**src/rtl/mainfsm.sv**
```systemverilog
// Multi-cycle RV32I main control FSM: sequences fetch/decode/execute/writeback.
// Optional macro MAINFSM_ILLEGAL_TRAP_EN traps unsupported opcodes in a sticky ERROR state.
module mainfsm (
  input  logic       clk,
  input  logic       reset,
  input  logic [6:0] op,
  input  logic       zero,
  output logic       PCWrite,
  output logic       AdrSrc,
  output logic       MemWrite,
  output logic       IRWrite,
  output logic [1:0] ResultSrc,
  output logic [1:0] ALUSrcA,
  output logic [1:0] ALUSrcB,
  output logic [1:0] ALUOp,
  output logic       RegWrite,
  output logic       illegal,
  output logic [3:0] state
);

  typedef enum logic [3:0] {
    FETCH    = 4'd0,
    DECODE   = 4'd1,
    MEMADR   = 4'd2,
    MEMREAD  = 4'd3,
    MEMWB    = 4'd4,
    MEMWRITE = 4'd5,
    EXECUTER = 4'd6,
    ALUWB    = 4'd7,
    EXECUTEI = 4'd8,
    JAL      = 4'd9,
    BEQ      = 4'd10,
    ERROR    = 4'd11
  } statetype;

  localparam logic [6:0] OPLW   = 7'b0000011;
  localparam logic [6:0] OPSW   = 7'b0100011;
  localparam logic [6:0] OPR    = 7'b0110011;
  localparam logic [6:0] OPI    = 7'b0010011;
  localparam logic [6:0] OPJAL  = 7'b1101111;
  localparam logic [6:0] OPBEQ  = 7'b1100011;

  statetype statereg, nextstate, outstate;
  logic     branch, pcupdate;
  logic     irwrite_s, regwrite_s, memwrite_s;

  always_ff @(posedge clk) begin
    if (reset) statereg <= FETCH;
    else       statereg <= nextstate;
  end

  always_comb begin
    nextstate = FETCH;
    case (statereg)
      FETCH:    nextstate = DECODE;
      DECODE: begin
        case (op)
          OPLW, OPSW: nextstate = MEMADR;
          OPR:        nextstate = EXECUTER;
          OPI:        nextstate = EXECUTEI;
          OPJAL:      nextstate = JAL;
          OPBEQ:      nextstate = BEQ;
`ifdef MAINFSM_ILLEGAL_TRAP_EN
          default:    nextstate = ERROR;
`else
          default:    nextstate = FETCH;
`endif
        endcase
      end
      MEMADR:   nextstate = (op == OPSW) ? MEMWRITE : MEMREAD;
      MEMREAD:  nextstate = MEMWB;
      MEMWB:    nextstate = FETCH;
      MEMWRITE: nextstate = FETCH;
      EXECUTER: nextstate = ALUWB;
      EXECUTEI: nextstate = ALUWB;
      JAL:      nextstate = ALUWB;
      ALUWB:    nextstate = FETCH;
      BEQ:      nextstate = FETCH;
`ifdef MAINFSM_ILLEGAL_TRAP_EN
      ERROR:    nextstate = ERROR;
`endif
      default:  nextstate = FETCH;
    endcase
  end

  // During reset the datapath sees FETCH selects, but every write enable is suppressed.
  assign outstate = reset ? FETCH : statereg;

  always_comb begin
    AdrSrc     = 1'b0;
    memwrite_s = 1'b0;
    irwrite_s  = 1'b0;
    ResultSrc  = 2'b00;
    ALUSrcA    = 2'b00;
    ALUSrcB    = 2'b00;
    ALUOp      = 2'b00;
    regwrite_s = 1'b0;
    branch     = 1'b0;
    pcupdate   = 1'b0;
    illegal    = 1'b0;
    case (outstate)
      FETCH: begin
        irwrite_s = 1'b1;
        ALUSrcB   = 2'b10;
        ResultSrc = 2'b10;
        pcupdate  = 1'b1;
      end
      DECODE: begin
        ALUSrcA = 2'b01;
        ALUSrcB = 2'b01;
      end
      MEMADR: begin
        ALUSrcA = 2'b10;
        ALUSrcB = 2'b01;
      end
      MEMREAD:  AdrSrc = 1'b1;
      MEMWB: begin
        ResultSrc  = 2'b01;
        regwrite_s = 1'b1;
      end
      MEMWRITE: begin
        AdrSrc     = 1'b1;
        memwrite_s = 1'b1;
      end
      EXECUTER: begin
        ALUSrcA = 2'b10;
        ALUOp   = 2'b10;
      end
      ALUWB:    regwrite_s = 1'b1;
      EXECUTEI: begin
        ALUSrcA = 2'b10;
        ALUSrcB = 2'b01;
        ALUOp   = 2'b10;
      end
      JAL: begin
        ALUSrcA  = 2'b01;
        ALUSrcB  = 2'b10;
        pcupdate = 1'b1;
      end
      BEQ: begin
        ALUSrcA = 2'b10;
        ALUOp   = 2'b01;
        branch  = 1'b1;
      end
`ifdef MAINFSM_ILLEGAL_TRAP_EN
      ERROR:    illegal = 1'b1;
`endif
      default: ;
    endcase
  end

  assign PCWrite  = ~reset & ((branch & zero) | pcupdate);
  assign IRWrite  = ~reset & irwrite_s;
  assign RegWrite = ~reset & regwrite_s;
  assign MemWrite = ~reset & memwrite_s;
  assign state    = statereg;

endmodule

```
**config.mk**
```make
export PLATFORM = sky130hd
export DESIGN_NAME = mainfsm
export DESIGN_NICKNAME = d
export VERILOG_FILES = /design/src/rtl/mainfsm.sv
export SDC_FILE = /design/constraint.sdc
export NUM_CORES = 1
export LEC_CHECK = 0
export ABC_AREA = 1
export CORE_MARGIN = 4
export CORE_UTILIZATION = 29
export CTS_CLUSTER_DIAMETER = 80
export DETAILED_ROUTE_END_ITERATION = 12
export PLACE_DENSITY = 0.66
export SETUP_SLACK_MARGIN = 0.02
export SLEW_MARGIN = 20
export SYNTH_ARGS = -nofsm -noshare
export SYNTH_HDL_FRONTEND = slang
export SYNTH_SLANG_ARGS = --single-unit
```
**constraint.sdc**
```tcl
create_clock -name clk -period 2.21 [get_ports clk]
set_input_delay 0.3315 -clock clk [delete_from_list [all_inputs] [get_ports clk]]
set_output_delay 0.3315 -clock clk [all_outputs]
set_load 0.03 [all_outputs]
```
Figure 1. Cells coloured by class (run 1).
Scale bar: 10 microns. Fill, decap, tap and diode cells in grey.
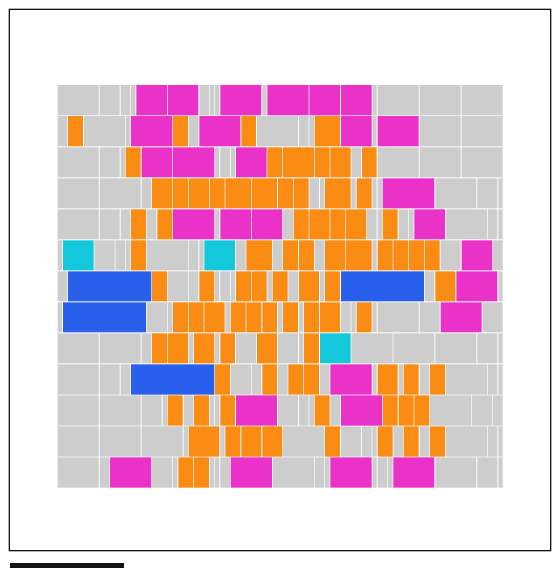
Key: blue = registers [cells 4, share of their area 11%]; magenta = remaining buffers and delay cells [cells 28, share of their area 35%]; cyan = clock-net drivers [cells 3, share of their area 3.1%]; orange = remaining logic cells [cells 85, share of their area 50%]

Figure 2. I/O pins on the die edge (run 1).
Scale bar: 10 microns. Pins as bars across the die edge, other pins in grey.
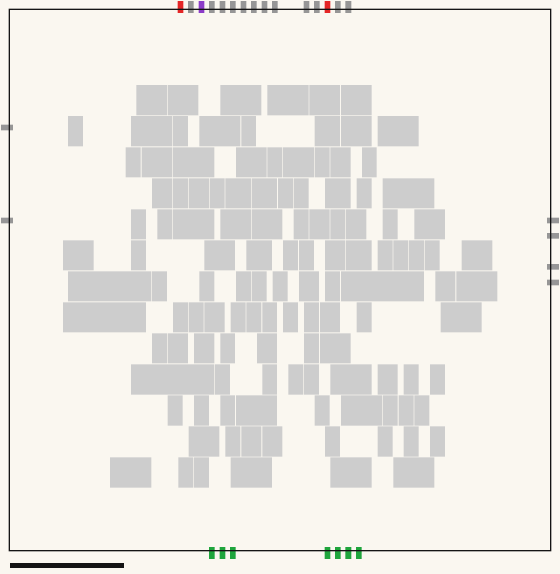
Key: purple = zero [pins 1, direction input, edge north]; green = op [pins 7, direction input, edge south]; red = ALUSrcB [pins 2, direction output, edge north]
All pins by edge: 15 north, 7 south, 4 east, 2 west.

==> impl_metrics.tcl, run 1 <==
# collected from the flow reports
set metrics [dict create \
    status "finished clean" \
    power_top_consumer "combinational cells" \
    highest_layer "met3" \
    numClockSinks 4 \
    grt_pass1_vias 556 \
    postLayoutCellArea_sq_um 738 \
    finalMaxSlewViolations 0 \
    p_clk_mw 0.0950 \
    yosysChipArea_sq_um 449 \
    tritoncts "done" \
    diodes 0 \
    drive_above_1_share_pct 15.0 \
    clockPowerShare_pct 33.1 \
    path_common_cell "clkdlybuf4s50_1" \
    setup_viol 0 \
    p_sw_share_pct 36.2 \
    start_kind "input port" \
    wirelength_microns 1450 \
    die_w_microns 47.4 \
    max-cap-violations 0 \
    syn2layout_area_growth_pct 64.3 \
    synth_cell_types 18 \
    nNetsFinal 132 \
    ir_worst_vdd_mv 0.368 \
    cts_max_level 1 \
    fp-utilization_pct 32.5 \
    crit_path_end_kind "primary output" \
    top_cell "nand2_1" \
    endpoint "ALUSrcA[0]" \
    hold_buffers 0 \
    post_drt_via_cell_ratio 4.78 \
    clockBufferDepth 2 \
    ioPinCount 28 \
    critPathSlowestCell "clkdlybuf4s50_1" \
    yosysTopAreaCellShare_pct 23.4 \
    r2r-end "state[2]" \
    grtUsageMet3_pct 6.90 \
    aoi_share_pct 10.3 \
    root_buffer "clkbuf_4" \
    die_y_microns 47.4 \
    cp.depth 5 \
    design_power_total_mw 0.286 \
    mux_area_share_pct 0 \
    ys_ff 4 \
    wl_met2_microns 726 \
    slowest_delay_ps 680 \
    wl_met3_microns 103 \
    fill_cells 147 \
    ys_cells 90 \
    hold_viol 0 \
    whs_path_depth 4 \
    p_leak_nw 0.388 \
    overflow 0 \
    synthTopCellsByCount "nand2_1, nor2_1, inv_1, nand3_1" \
    p_seq_mw 0.0787 \
    io_buffers 26 \
    wl_met1_microns 622 \
    layout_top_cells "nand2_1, nor2_1, clkdlybuf4s50_1" \
    p_int_mw 0.183 \
    fa_ha_area_share_pct 0 \
    synth.cell_area_sq_um 449 \
    layout_top_cell "nand2_1" \
    cp.arrival_ps 1760 \
    worstSkewPairLatency_ps 240 \
    tns_ps 0 \
    numCtsBuffers 3 \
    combinationalPowerShare_pct 39.4 \
    hpwlAfterDp_microns 1220 \
    chip_area_sq_mm 0.00224 \
    xor_area_share_pct 0 \
    path_max_fanout 5 \
    dr.pass1.iters 4 \
    use_met1_pct 20.4 \
    fin_worst_skew_ps 11.7 \
    worstHoldEndpoint "state[0]" \
    synth-main-ff-cell "dfxtp_1" \
    p_comb_mw 0.113 \
    coreArea_sq_mm 0.00138 \
    via_count 645 \
    critPathRequiredTime_ps 1880 \
    rsz0062_at_grt "false" \
    synthArstFlopShare_pct 0 \
    r2r_slack_ps 1050 \
    grt_pass1_wl_microns 2310 \
]
Figure 3. Routed metal, one colour a layer (run 1).
Scale bar: 10 microns. Only two layers are drawn.
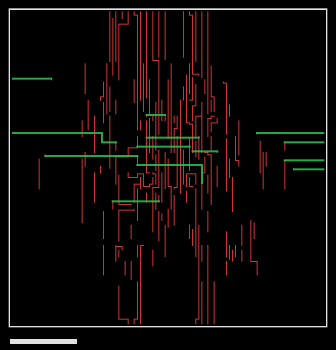
Key: green = M3 [wire length 104 microns]; red = M2 [wire length 726 microns]

==> run 1: layout make-up <==
cell class	instances	area, sq um	share of cell area [%]
inverters	14	52.6	7.12
clock buffers	3	22.5	3.05
repair buffers	28	255	34.6
flip-flops and latches	4	80.1	10.8
multi-input cells	71	309	41.9
well taps	15	18.8	2.54
==> run 1: through the flow <==
stage | hold slack (ps) | cells | utilization [%]
3_3_place_gp | 694 | 132 | 51.6
3_5_place_dp | 702 | 132 | 51.6
5_1_grt | 808 | 135 | 53.4
4_1_cts | 711 | 135 | 53.2
2_1_floorplan | 404 | 90 | -
6_report | 719 | 135 | 53.4
==> run 1: timing repair <==
item | CTS | global route
endpoints found under the setup margin | 0 | 1
setup buffers | 0 | 0
resized | 0 | 1
==> run 2: changes to the inputs <==
DONT_BUFFER_PORTS = 1   (was default)
PLACE_DENSITY = default   (was 0.66)
==> run 2 against run 1 <==
Effect of this change: non-clock buffer count shrank 17; die size unchanged; cell area shrank 23%; register-to-register slack got worse by 210 ps; wire length shrank 11%; clock skew shrank 11 ps; flip-flop count did not move; setup slack gained 160 ps.
==> impl_metrics.tcl, run 2 <==
# collected from the flow reports
set metrics [dict create \
    status "finished clean" \
    xor_area_share_pct 0 \
    clockPowerShare_pct 36.8 \
    numClockSinks 4 \
    place_ws_ps 542 \
    io_buffers 0 \
    ys_cells 90 \
    worstHoldEndpoint "state[2]" \
    fa_ha_area_share_pct 0 \
    setup_viol 0 \
    wirelength_microns 1290 \
    tritoncts "done" \
    power_top_consumer "the clock network" \
    path_common_cell "a21oi_1" \
    p_comb_mw 0.0772 \
    crit_path_end_kind "primary output" \
    cp.arrival_ps 1600 \
    numCtsBuffers 3 \
    whs_path_depth 1 \
    cts_resized 0 \
    highest_layer "met3" \
    critPathSlowestCell "dfxtp_1" \
    hold_buffers 0 \
    r2r_slack_ps 840 \
    ir_worst_vdd_mv 0.240 \
    combinationalPowerShare_pct 30.8 \
    hold-worst-slack_ps 162 \
    yosysChipArea_sq_um 449 \
    synth.cell_area_sq_um 449 \
    p_clk_mw 0.0923 \
    clockBufferDepth 2 \
    grt_pass1_wl_microns 1900 \
    hpwlAfterDp_microns 1100 \
    mux_area_share_pct 0 \
    top_cell "nand2_1" \
    dr.pass1.iters 4 \
    path_cells "nand2_1, nor2_2, a21oi_1, a21oi_1, buf_4" \
    cts_max_level 1 \
    p_int_mw 0.158 \
    post_drt_via_cell_ratio 4.75 \
    yosysTopAreaCellShare_pct 23.4 \
    use_met1_pct 15.0 \
    fp-utilization_pct 32.5 \
    synth_cell_types 18 \
    aoi_share_pct 10.3 \
    postCtsSetupRepairBufs 0 \
    drive_above_1_share_pct 17.5 \
    grt_pass1_vias 472 \
    placed_cells 115 \
    die_w_microns 47.4 \
    finalMaxSlewViolations 0 \
    path_max_fanout 5 \
    hold_viol 0 \
    wl_met3_microns 108 \
    design_power_total_mw 0.251 \
    top_area_cell "nand2_1" \
    nNetsFinal 115 \
    overflow 0 \
    die_y_microns 47.4 \
    start_kind "register" \
    syn2layout_area_growth_pct 25.9 \
    fin_worst_skew_ps 0.207 \
    antenna_found_initial 0 \
    ioPinCount 28 \
    wl_met1_microns 574 \
    synth-main-ff-cell "dfxtp_1" \
    layout_top_cells "nand2_1, nor2_1, inv_1" \
    postLayoutCellArea_sq_um 566 \
    critPathRequiredTime_ps 1880 \
    diodes 0 \
    chip_area_sq_mm 0.00224 \
    worstSkewPairLatency_ps 240 \
    r2r-end "state[1]" \
    stdcell_count 118 \
    synthTopCellsByCount "nand2_1, nor2_1, inv_1, nand3_1" \
    p_sw_share_pct 37.0 \
    tns_ps 0 \
    max-cap-violations 0 \
    wl_met2_microns 609 \
    p_seq_mw 0.0816 \
    root_buffer "clkbuf_4" \
    coreArea_sq_mm 0.00138 \
    endpoint "PCWrite" \
    synthArstFlopShare_pct 0 \
]
[run 2: cell types whose count changed in the layout (fill, tap and decap cells not counted), sizes merged]
| cell | before | now |
|---|---|---|
| dlymetal6s2s | 1 | 0 |
| clkdlybuf4s50 | 16 | 0 |
[run 2: worst max-delay path: cells and delay by family (launching register included)]
family | cells | cell delay (ps)
AND-OR/OR-AND | 2 | 240
buffers and inverters | 1 | 180
flip-flops | 1 | 570
AND/OR/NAND/NOR | 2 | 360
[run 2: layout make-up]
class / instances / area (sq um)
repair buffers: 11 / 82.6
flip-flops and latches: 4 / 80.1
well taps: 15 / 18.8
clock buffers: 3 / 22.5
multi-input cells: 71 / 309
fillers: 150 / 817
inverters: 14 / 52.6
Figure 4. Track usage over the die (run 2).
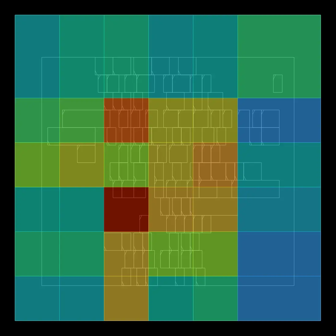
DR WL/cell: 10.9 microns
GR Util met3: 6.90%
met2 Track Usage GR: 18.4%
busiest grt layer: met2

Figure 5. Local utilization (run 2).
9 x 9 tiles, from black (low) to pale yellow (high), 0 to 100% covered.
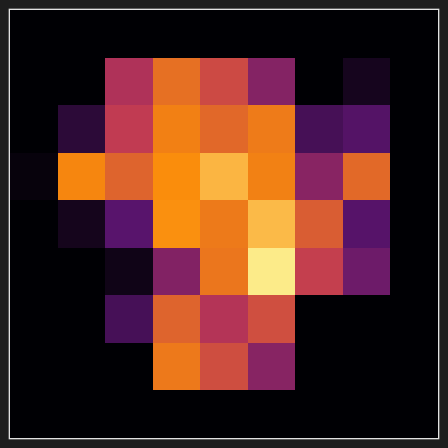
The mean over all tiles is 24%. 6.2% of the tiles are over 75% full. The emptiest ninth of the die: south-east. 52% of the tiles are nearly empty.

